Design mpi_target, sky130hd; sources not shown.
### Pin map

Pins as bars across the die edge, other pins in gray.
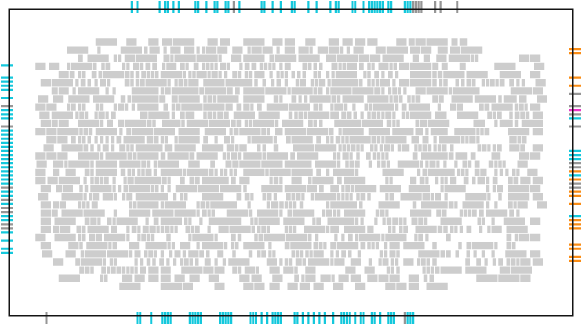
legend:
  magenta:
    port: dout_n
    pins: 1
    direction: input
    edge: right
  orange:
    port: ad_n_o
    pins: 16
    direction: output
    edge: right
  cyan:
    port: regs_o
    pins: 128
    direction: output
    edge: 50 bottom, 40 top, 32 left, 6 right
all pins by edge: 52 bottom, 48 top, 40 left, 31 right
die width: 188 um
vertical die size: 102 um

### Clock network drawn from the DEF

Bar = 50 um.
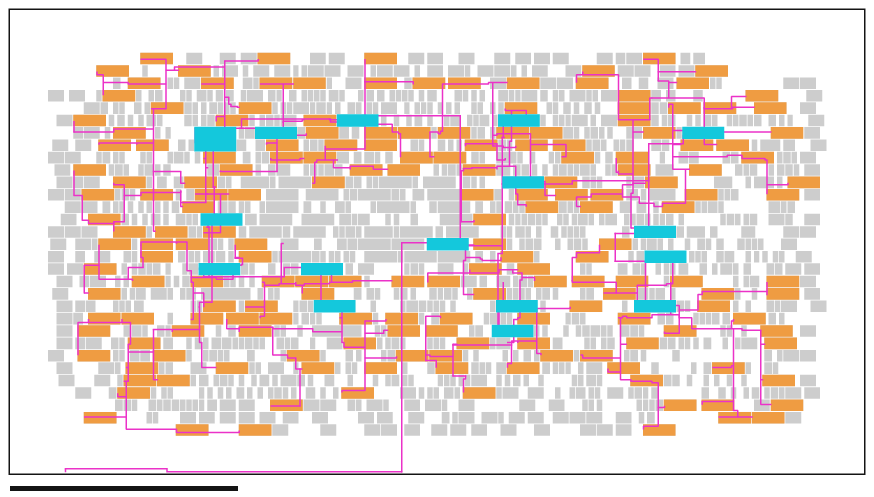
legend:
  magenta:
    item: clock wires
    length: 2160 um
  orange:
    item: flip-flops
    count: 182
  cyan:
    item: cells driving clock nets
    count: 17
routed clock nets: 18
clock share of power: 0.454
Insertion Delay late pin: 0.44 ns
Final Skew: 0.0134 ns

### Cells colored by class

Fill, decap, tap and diode cells in gray.
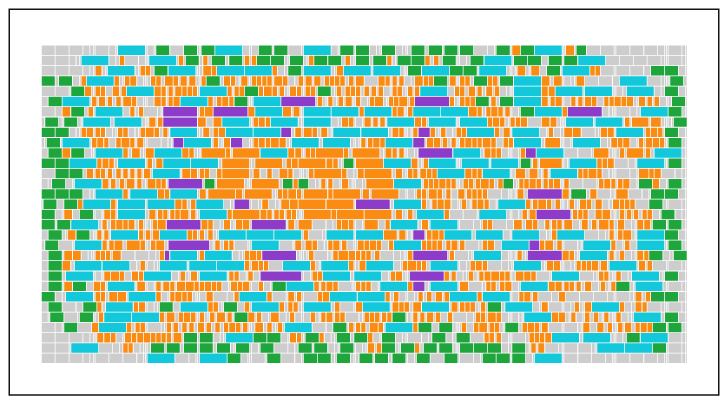
legend:
  green:
    class: other buffers and delay cells
    cells: 178
    share_of_their_area: 17%
  purple:
    class: clock drivers and dummy loads
    cells: 30
    share_of_their_area: 5.6%
  cyan:
    class: flip-flops
    cells: 182
    share_of_their_area: 36%
  orange:
    class: all other logic
    cells: 878
    share_of_their_area: 42%
CORE AREA: 14400 sq um
Seq/total area: 0.348
post-route cell area: 10500 sq um
Final Util: 0.726
Rows: 31

### Metal layers overlaid

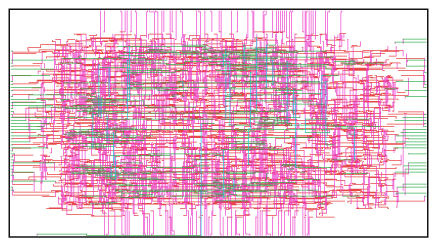
legend:
  magenta:
    layer: met2
    wire_length: 11900 um
  green:
    layer: met3
    wire_length: 3840 um
  red:
    layer: met1
    wire_length: 11700 um
  cyan:
    layer: met4
    wire_length: 549 um
drt total wl: 28000 um
GRT Util Overall: 0.284

==> ci_impl_report.md <==
### Metrics collected by this job

| Metric | Value |
|---|---|
| Top Family by Delay on Critical Path | `simple AND/OR/NAND/NOR gates` |
| Clk power | `0.00145 W` |
| RSZ-0062 raised after global routing | `false` |
| Hold depth | `2` |
| Hold Path Class | `reg -> reg` |
| Yosys cell types | `29` |
| Post-Route M1 WL | `11700 um` |
| Simple-Gate Area Share | `0.400` |
| First-pass GRT wire length | `42700 um` |
| Layout cells sized above 1 | `0.0868` |
| Reg area | `3640 sq um` |
| Post-DR vias/cell | `5.76` |
| Iter 0 DRT Violations | `1199` |
| Most frequent logic cell in the layout | `nand2_1` |
| Largest cells by area | `dfxtp_1 (45%), nand2_1 (22%), a21oi_1 (8.6%)` |
| Internal power | `0.00241 W` |
| Adder share | `0.00309` |
| Kind of end point of the critical path | `register` |
| Antenna violations before repair | `0` |
| Syn avg cell area | `7.32 sq um` |
| Worst setup SP type | `register` |
| Area post-placement | `9900 sq um` |
| Power of the sequential group | `0.00159 W` |
| CP peak stage delay | `0.54 ns` |
| GRT busiest layer | `met2` |
| WP depth | `8` |
| WP buf/inv | `3` |
| Post-CTS setup buffers | `0` |
| Post-Synth AOI/OAI Area | `0.0974` |
| Switch share | `0.247` |
| Top logic family | `simple AND/OR/NAND/NOR gates` |
| Ys async rst share | `0` |
| Stage-log warning count | `27` |
| CP cell instances | `inv_2, nor2_2, buf_4, inv_1, nor2_1, nand3_1, nand2_1, a21oi_1` |
| Max Fclk | `361 MHz` |
| Placer Congestion | `0.896` |
| Syn Nets | `1133` |
| Max-Cap Viols | `0` |
| Power per standard cell area | `305 nW/um^2` |
| Leakage power | `3.66 nW` |
| Yosys xor share | `0` |
| Syn Inst Count | `1106` |
| Wire length on met3 | `3840 um` |
| Clk root buf | `clkbuf_16` |
| Commonest cells post-synth | `nand2_1 (469), dfxtp_1 (182), a21oi_1 (139)` |
| Worst slack at placement | `1.59 ns` |
| Synth area leader | `dfxtp_1` |
| Yosys reg bits | `182` |
| Met2 routed WL | `11900 um` |
| Synth Cell Area | `8100 sq um` |
| Clock buffers | `17` |
| Buffering overhead | `0.168` |
| Largest type area fraction | `0.450` |
| Placed Instances | `1435` |
| YS chip area | `8100 sq um` |
| Flop2flop setup slack | `1.87 ns` |
| Sink Count | `182` |
| Synthesis-to-layout area growth | `29.5%` |
| Crit share post-route | `0.597` |
| Tap cells | `198` |
| Combinational share of power | `0.050` |
| Signal buffers | `178` |
| Met2 GRT Util | `0.426` |
| Seq pwr share | `0.496` |
| CTS Buf Count | `17` |
| Grt ovf | `0` |
| Post-synth EDFFs | `0` |
| Reg2reg path depth | `8` |
| Status | `finished, final reports clean` |
| # DRC | `0` |
| Hold buffers post-CTS | `0` |
| Met3 usage | `0.0945` |
| ANT cells | `0` |
| Slowest-stage cell, CP | `nor2_2` |
| Max Slew Vio Count | `0` |
| Setup violations, final | `0` |
| CTS tree | `built` |
| Met1 usage | `0.387` |
| Worst EP arrival | `3.06 ns` |
| Die ar. | `19100 sq um` |
| Multi-input gates | `828` |
| Most frequent cells in the layout | `nand2_1 (468), dfxtp_1 (182), clkdlybuf4s50_1 (170), a21oi_1 (139), nand3_1 (54)` |
| TritonRoute pass-1 iters | `6` |
No activity file was given, so power comes from the tool's default toggle rates.
